**Layout detail**

Bar = 5 um. Region (199, 199) to (219, 219) um. Cells in grey, sequential cells in the stronger grey; small squares are vias.
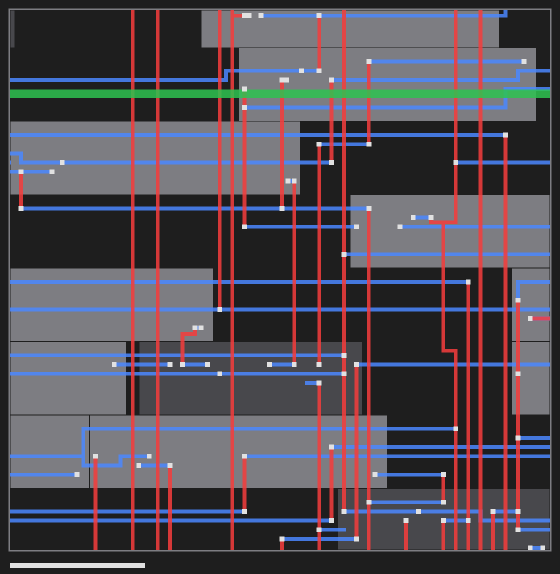
**Wiring heat map**

28 x 28 tiles, from white (low) to dark blue (high), scaled to the fullest tile. Values are wire area over tile area, all layers added.
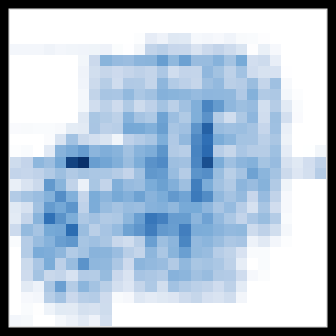
**Signal wires by layer**

Bar = 100 um. Two of the layers only.
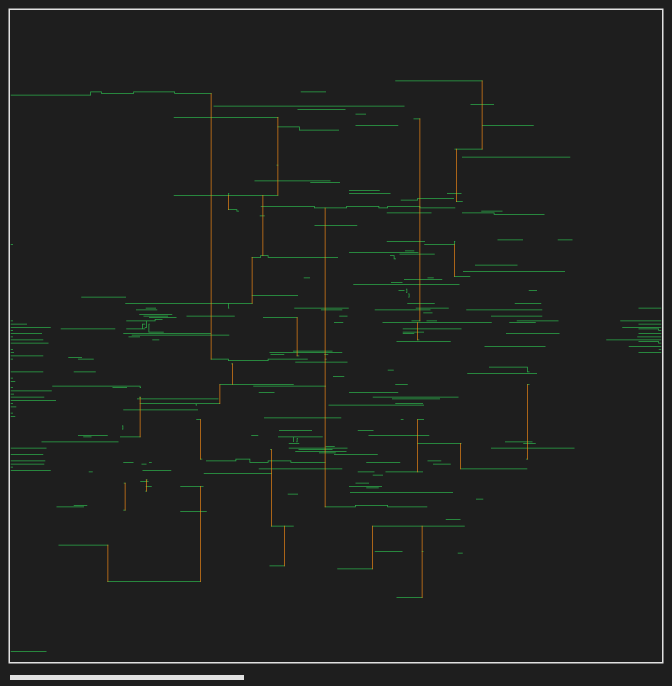
**Track usage over the die**

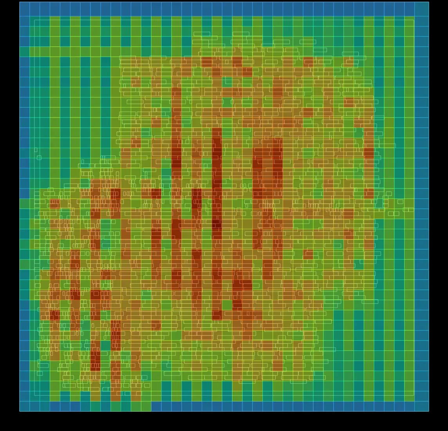
**M1 wires**

Bar = 100 um. Cells faint in the background.
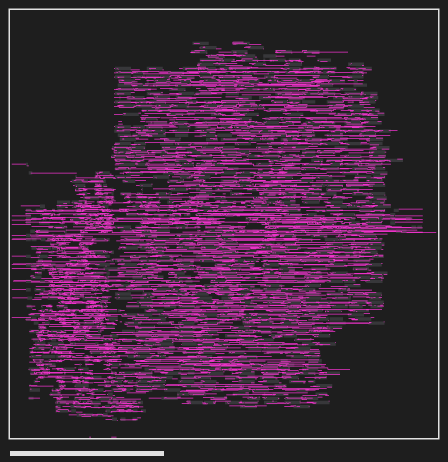
## src/rtl/microroc_event_framer_pkg.sv

```systemverilog
`default_nettype none
// ============================================================================
// Module      : microroc_event_framer_pkg
// Description : Shared constants and state encoding for the MICROROC event
//               framer. Holds the header/trailer marker words and the
//               framer state enumeration.
// Revision    : 1.0 - initial release
// ============================================================================
package microroc_event_framer_pkg;

    localparam logic [15:0] HEADER_MARK  = 16'hAA55;
    localparam logic [7:0]  HEADER_TAG   = 8'hC0;
    localparam logic [15:0] TRAILER_MARK = 16'h55AA;

    localparam int STATE_W = 4;

    typedef enum logic [STATE_W-1:0] {
        ST_IDLE = 4'd0,
        ST_HDR0 = 4'd1,
        ST_HDR1 = 4'd2,
        ST_HDR2 = 4'd3,
        ST_DATA = 4'd4,
        ST_TRL0 = 4'd5,
        ST_TRL1 = 4'd6,
        ST_PASS = 4'd7
    } framerState_t;

endpackage
`default_nettype wire

```

## src/rtl/microroc_event_framer_daq_word_fifo.sv

```systemverilog
`default_nettype none
// ============================================================================
// Module      : daq_word_fifo
// Description : Single-clock FIFO with registered full/empty flags. A push
//               while full is rejected, a pop while empty is ignored. The
//               head word is presented combinationally on o_popData.
// Revision    : 1.0 - initial release
// Ports       : clk        - clock
//               rst        - synchronous active-high flush
//               i_push     - write request
//               i_pushData - write data
//               i_pop      - read request (consumes o_popData)
//               o_popData  - current head word
//               o_full     - no room for another word
//               o_empty    - no word stored
// ============================================================================
module daq_word_fifo #(
    parameter int DEPTH = 32,
    parameter int WIDTH = 16
) (
    input  logic             clk,
    input  logic             rst,
    input  logic             i_push,
    input  logic [WIDTH-1:0] i_pushData,
    input  logic             i_pop,
    output logic [WIDTH-1:0] o_popData,
    output logic             o_full,
    output logic             o_empty
);

    localparam int                c_ADDR_W     = $clog2(DEPTH);
    localparam logic [c_ADDR_W:0] c_FULL_COUNT = DEPTH[c_ADDR_W:0];

    logic [WIDTH-1:0]    r_mem [DEPTH];
    logic [c_ADDR_W-1:0] r_wrPtr;
    logic [c_ADDR_W-1:0] r_rdPtr;
    logic [c_ADDR_W:0]   r_count;
    logic [c_ADDR_W:0]   w_countNext;
    logic                r_full;
    logic                r_empty;
    logic                w_doPush;
    logic                w_doPop;

    assign w_doPush = i_push && !r_full;
    assign w_doPop  = i_pop && !r_empty;

    always_comb begin
        w_countNext = r_count;
        case ({w_doPush, w_doPop})
            2'b10:   w_countNext = r_count + (c_ADDR_W + 1)'(1);
            2'b01:   w_countNext = r_count - (c_ADDR_W + 1)'(1);
            default: w_countNext = r_count;
        endcase
    end

    // Flags are computed from the next count so they are exact while
    // still coming straight out of flops.
    always_ff @(posedge clk) begin
        if (rst) begin
            r_wrPtr <= '0;
            r_rdPtr <= '0;
            r_count <= '0;
            r_full  <= 1'b0;
            r_empty <= 1'b1;
        end else begin
            if (w_doPush) r_wrPtr <= r_wrPtr + c_ADDR_W'(1);
            if (w_doPop)  r_rdPtr <= r_rdPtr + c_ADDR_W'(1);
            r_count <= w_countNext;
            r_full  <= (w_countNext == c_FULL_COUNT);
            r_empty <= (w_countNext == '0);
        end
    end

    always_ff @(posedge clk) begin
        if (w_doPush) r_mem[r_wrPtr] <= i_pushData;
    end

    assign o_popData = r_mem[r_rdPtr];
    assign o_full    = r_full;
    assign o_empty   = r_empty;

endmodule
`default_nettype wire

```

## src/rtl/microroc_event_framer.sv

```systemverilog
`default_nettype none
// ============================================================================
// Module      : microroc_event_framer
// Description : Wraps the words of one MICROROC RAM readout into an event
//               (AA55, C0/ChipID, EventCount, payload, WordCount, 55AA) or
//               passes words through unframed, buffering toward the USB
//               external FIFO.
// Revision    : 1.0 - initial release
// Ports       : Clk           - system clock (40 MHz)
//               Reset         - synchronous active-high reset
//               FrameEnable   - 1 framed, 0 transparent (sampled in IDLE)
//               ChipID        - chip identifier for header word 1
//               ReadoutStart  - readout begin pulse
//               ReadoutEnd    - readout end pulse
//               DataIn        - readout word
//               DataInEnable  - DataIn valid strobe
//               FifoFull      - external FIFO almost-full
//               DataOut       - word to external FIFO
//               DataOutEnable - external FIFO write strobe
//               EventCount    - completed framed events (wrapping)
//               Overflow      - sticky payload-drop flag
//               Busy          - framer active or buffer non-empty
// ============================================================================
module microroc_event_framer
    import microroc_event_framer_pkg::*;
#(
    parameter int FIFO_DEPTH = 32
) (
    input  logic        Clk,
    input  logic        Reset,
    input  logic        FrameEnable,
    input  logic [7:0]  ChipID,
    input  logic        ReadoutStart,
    input  logic        ReadoutEnd,
    input  logic [15:0] DataIn,
    input  logic        DataInEnable,
    input  logic        FifoFull,
    output logic [15:0] DataOut,
    output logic        DataOutEnable,
    output logic [15:0] EventCount,
    output logic        Overflow,
    output logic        Busy
);

    framerState_t r_state;
    logic [7:0]   r_chipId;
    logic [15:0]  r_wordCount;
    logic [15:0]  r_eventCount;
    logic         r_overflow;
    logic         r_endPending;
    logic [15:0]  r_dataOut;
    logic         r_dataOutEnable;

    logic         w_push;
    logic [15:0]  w_pushData;
    logic         w_accept;
    logic         w_pop;
    logic         w_drop;
    logic         w_payloadState;
    logic [15:0]  w_fifoData;
    logic         w_fifoFull;
    logic         w_fifoEmpty;

    daq_word_fifo #(
        .DEPTH (FIFO_DEPTH),
        .WIDTH (16)
    ) u_fifo (
        .clk        (Clk),
        .rst        (Reset),
        .i_push     (w_push),
        .i_pushData (w_pushData),
        .i_pop      (w_pop),
        .o_popData  (w_fifoData),
        .o_full     (w_fifoFull),
        .o_empty    (w_fifoEmpty)
    );

    // Word offered to the buffer in each state.
    always_comb begin
        w_push     = 1'b0;
        w_pushData = DataIn;
        case (r_state)
            ST_HDR0: begin w_push = 1'b1; w_pushData = HEADER_MARK;             end
            ST_HDR1: begin w_push = 1'b1; w_pushData = {HEADER_TAG, r_chipId};  end
            ST_HDR2: begin w_push = 1'b1; w_pushData = r_eventCount;            end
            ST_DATA: begin w_push = DataInEnable;                               end
            ST_TRL0: begin w_push = 1'b1; w_pushData = r_wordCount;             end
            ST_TRL1: begin w_push = 1'b1; w_pushData = TRAILER_MARK;            end
            ST_PASS: begin w_push = DataInEnable;                               end
            default: begin w_push = 1'b0;                                       end
        endcase
    end

    assign w_accept       = w_push && !w_fifoFull;
    assign w_pop          = !w_fifoEmpty && !FifoFull;
    assign w_payloadState = (r_state == ST_DATA) || (r_state == ST_PASS);
    // Any strobe that does not land in the buffer is a lost payload word.
    assign w_drop         = DataInEnable && !(w_payloadState && !w_fifoFull);

    always_ff @(posedge Clk) begin
        if (Reset) begin
            r_state         <= ST_IDLE;
            r_chipId        <= '0;
            r_wordCount     <= '0;
            r_eventCount    <= '0;
            r_overflow      <= 1'b0;
            r_endPending    <= 1'b0;
            r_dataOut       <= '0;
            r_dataOutEnable <= 1'b0;
        end else begin
            r_dataOutEnable <= w_pop;
            if (w_pop) r_dataOut <= w_fifoData;
            if (w_drop) r_overflow <= 1'b1;

            case (r_state)
                ST_IDLE: begin
                    if (!FrameEnable) begin
                        r_state <= ST_PASS;
                    end else if (ReadoutStart) begin
                        r_state      <= ST_HDR0;
                        r_chipId     <= ChipID;
                        r_wordCount  <= '0;
                        // A readout ending while the header is still being
                        // written must still close the event.
                        r_endPending <= ReadoutEnd;
                    end
                end
                ST_HDR0: begin
                    if (ReadoutEnd) r_endPending <= 1'b1;
                    if (w_accept) r_state <= ST_HDR1;
                end
                ST_HDR1: begin
                    if (ReadoutEnd) r_endPending <= 1'b1;
                    if (w_accept) r_state <= ST_HDR2;
                end
                ST_HDR2: begin
                    if (w_accept) begin
                        r_endPending <= 1'b0;
                        r_state      <= (r_endPending || ReadoutEnd) ? ST_TRL0 : ST_DATA;
                    end else if (ReadoutEnd) begin
                        r_endPending <= 1'b1;
                    end
                end
                ST_DATA: begin
                    // Count only stored words; saturate rather than wrap.
                    if (w_accept && (r_wordCount != 16'hFFFF))
                        r_wordCount <= r_wordCount + 16'd1;
                    if (ReadoutEnd) r_state <= ST_TRL0;
                end
                ST_TRL0: begin
                    if (w_accept) r_state <= ST_TRL1;
                end
                ST_TRL1: begin
                    if (w_accept) begin
                        r_eventCount <= r_eventCount + 16'd1;
                        r_wordCount  <= '0;
                        r_state      <= ST_IDLE;
                    end
                end
                ST_PASS: begin
                    if (FrameEnable) r_state <= ST_IDLE;
                end
                default: r_state <= ST_IDLE;
            endcase
        end
    end

    assign DataOut       = r_dataOut;
    assign DataOutEnable = r_dataOutEnable;
    assign EventCount    = r_eventCount;
    assign Overflow      = r_overflow;
    assign Busy          = (r_state != ST_IDLE) || !w_fifoEmpty;

endmodule
`default_nettype wire
```

## config.mk

```make
export PLATFORM = sky130hd
export DESIGN_NAME = microroc_event_framer
export DESIGN_NICKNAME = d
export VERILOG_FILES = /design/src/rtl/microroc_event_framer_pkg.sv /design/src/rtl/microroc_event_framer_daq_word_fifo.sv /design/src/rtl/microroc_event_framer.sv
export SDC_FILE = /design/constraint.sdc
export NUM_CORES = 1
export LEC_CHECK = 0
export CAP_MARGIN = 20
export CORE_MARGIN = 10
export CORE_UTILIZATION = 36
export CTS_CLUSTER_SIZE = 40
export DETAILED_ROUTE_END_ITERATION = 8
export PLACE_DENSITY = 0.55
export REMOVE_ABC_BUFFERS = 1
export SETUP_SLACK_MARGIN = 0.15
export SLEW_MARGIN = 30
export SYNTH_ARGS = -nofsm -noshare
export SYNTH_HDL_FRONTEND = slang
export SYNTH_HIERARCHICAL = 1
export SYNTH_SLANG_ARGS = --single-unit
```

## constraint.sdc

```tcl
create_clock -name Clk -period 9.55 [get_ports Clk]
set_input_delay 0.955 -clock Clk [delete_from_list [all_inputs] [get_ports Clk]]
set_output_delay 0.955 -clock Clk [all_outputs]
set_load 0.02 [all_outputs]
```

==> results.py <==
# Synthesis and PnR figures
metrics = {
    "timing": {
        "period_used_share": 0.439,
        "grt_setup_unrepaired": "no",
        "setup_viol": 0,
        "tightest_slew_ns": 1.00,
        "clock_skew_ns": 0.0231,
        "finalSetupTns_ns": 0,
        "period_needed_ns": 4.20,
    },
    "floorplan": {
        "ios": 66,
        "die_h_um": 279,
        "taps": 864,
        "fp_util": 0.365,
        "rows": 94,
        "core_mm2": 0.0661,
        "die_w_um": 279,
    },
    "detailed_routing": {
        "highest_layer": "met4",
        "wl_met1_um": 28100,
        "dr.first_iter.drc_count": 1184,
        "drc_errors": 0,
        "met3WireLength_um": 3520,
        "dr_wl_met2_um": 29100,
        "first_pass_iters": 7,
    },
    "synth": {
        "mux_share": 0.164,
        "netlist_top_cells_area": "edfxtp_1 (64%), mux4_2 (15%), dfxtp_1 (7.1%), nor2_1 (1.5%), nand2_1 (1.3%)",
        "synthTopLogicFamily": "multiplexers",
        "post_synth.cell_area_avg_um2": 17.7,
        "synthAdderAreaFrac": 0.00509,
        "ys.flop_type": "edfxtp_1",
        "synthArstFlopShare": 0,
        "synthAoiAreaFrac": 0.0383,
        "edf_count": 512,
        "xor_share": 0.0102,
        "yosys.area.top_type_share": 0.638,
        "netlist_instances": 1365,
        "ys_seq_share": 0.708,
        "synth_area_mm2": 0.0241,
        "common_cells": "edfxtp_1 (512), mux4_2 (160), nor2_1 (94), dfxtp_1 (85), nand2_1 (83)",
        "yosysWarnings": 6,
    },
    "layout": {
        "fill_cells": 5830,
        "fin_nets": 1481,
        "inverters": 16,
        "largest_reg_flops": 512,
        "area_delta_synth_final_pct": 16.8,
        "sh_seq_area": 0.606,
        "largest_class": "flip-flops and latches",
        "buf_share": 0.0347,
        "design.seq.count": 597,
        "nClkBuffers": 88,
        "insertedDiodeCount": 1,
        "layout_top_cells": "edfxtp_1 (512), mux4_2 (160), nand2_1 (83)",
        "comb_share": 0.245,
        "logic_gates": 671,
        "nNonClkBuffers": 94,
        "drive_above_1_share": 0.248,
    },
    "clock_tree": {
        "clock_latency_ns": 0.63,
        "htreeDepth": 2,
        "cts_resized": 0,
        "clk_path_buf_depth": 3,
        "cts-root-buf": "clkbuf_16",
        "clk_pin_slew_ns": 0.06,
        "cts_tree": "done",
        "cts_sinks": 597,
    },
    "worst_setup_path": {
        "cp-end-kind": "flop",
        "worst_ep_required_time_ns": 10.06,
        "cp_max_fo": 18,
        "crit_arrival_ns": 4.71,
        "crit_path_end": "u_fifo/o_full",
        "critPathKind": "in -> reg",
        "worstRegToRegCells": 7,
        "reg2reg_slack_ns": 5.61,
    },
    "placement": {
        "gp_congestion": 0.817,
        "numPortBuffers": 65,
        "hpwl_um": 38900,
    },
    "global_route": {
        "grt_start_max_net_pins": 74,
        "grt_pass1_wl_um": 91200,
        "antenna_found_initial": 2,
        "grt_pass1_vias": 13019,
    },
    "power": {
        "p_leak_uw": 0.00856,
        "irDropWorstVdd_uv": 162,
    },
    "run_status": {
        "status": "complete, no violations",
    },
    "job": {
        "warnings": 28,
    },
    "hold_path": {
        "hp-start": "DataOut[7]",
    },
}
## Picture notes: 'layout detail'
red -> metal 2
blue -> metal 1
green -> metal 3
cells with their middle in the window = 8
most frequent = edfxtp_1 (6), mux4_2 (2)
sequential cells in the window = 6
netlist names of flops here include = u_fifo/r_mem (6)

## Picture notes: 'wiring heat map'
nearly empty tiles = 31%
emptiest ninth of the die = north-west
mean over tiles = 0.12
densest ninth of the die = centre

## Picture notes: 'signal wires by layer'
green -> metal 3  # wire length 3520 um
orange -> metal 4  # wire length 790 um
vias post-DR: 13015
Tot GR Track Use: 0.157
wire per inst: 26.1 um
drt total wl: 61500 um

## Picture notes: 'track usage over the die'
busiest grt layer: met2
met2 Usage GRT: 0.249
met1 Resource Use GR: 0.226
met3 usage: 0.0274

## Picture notes: 'M1 wires'
wire length on this layer = 28.1 mm
main direction = horizontal
share of all routed wire = 46%
nets with wire on the layer = 1433

## power breakdown
group	leakage, uW	internal (uW)	switching, uW
logic	0.00222	637	1350
registers	0.00532	3390	87.9
clock network	0.00102	1430	995
## worst max-delay path: stages
cell	delay, ns
clkdlybuf4s50_1	0.45
or2_2	0.39
clkinv_1	0.54
nand2b_1	0.44
inv_1	0.25
ha_1	0.51
a2111oi_0	0.57
nor3b_1	0.10
a311o_1	0.33
nor3b_1	0.15
## stage by stage
step | hold slack (ns) | power (uW) | cells | area (um^2)
finish | 0.475 | 7890 | 2359 | 28200
CTS | 0.471 | 7960 | 2357 | 28100
global placement | 0.461 | 5420 | 2235 | 25900
global route | 0.495 | 8210 | 2358 | 28200
detailed placement | 0.459 | 5530 | 2241 | 26000
floorplan | 0.460 | 4590 | 1284 | 23800
No activity file was given, so power comes from the tool's default toggle rates.
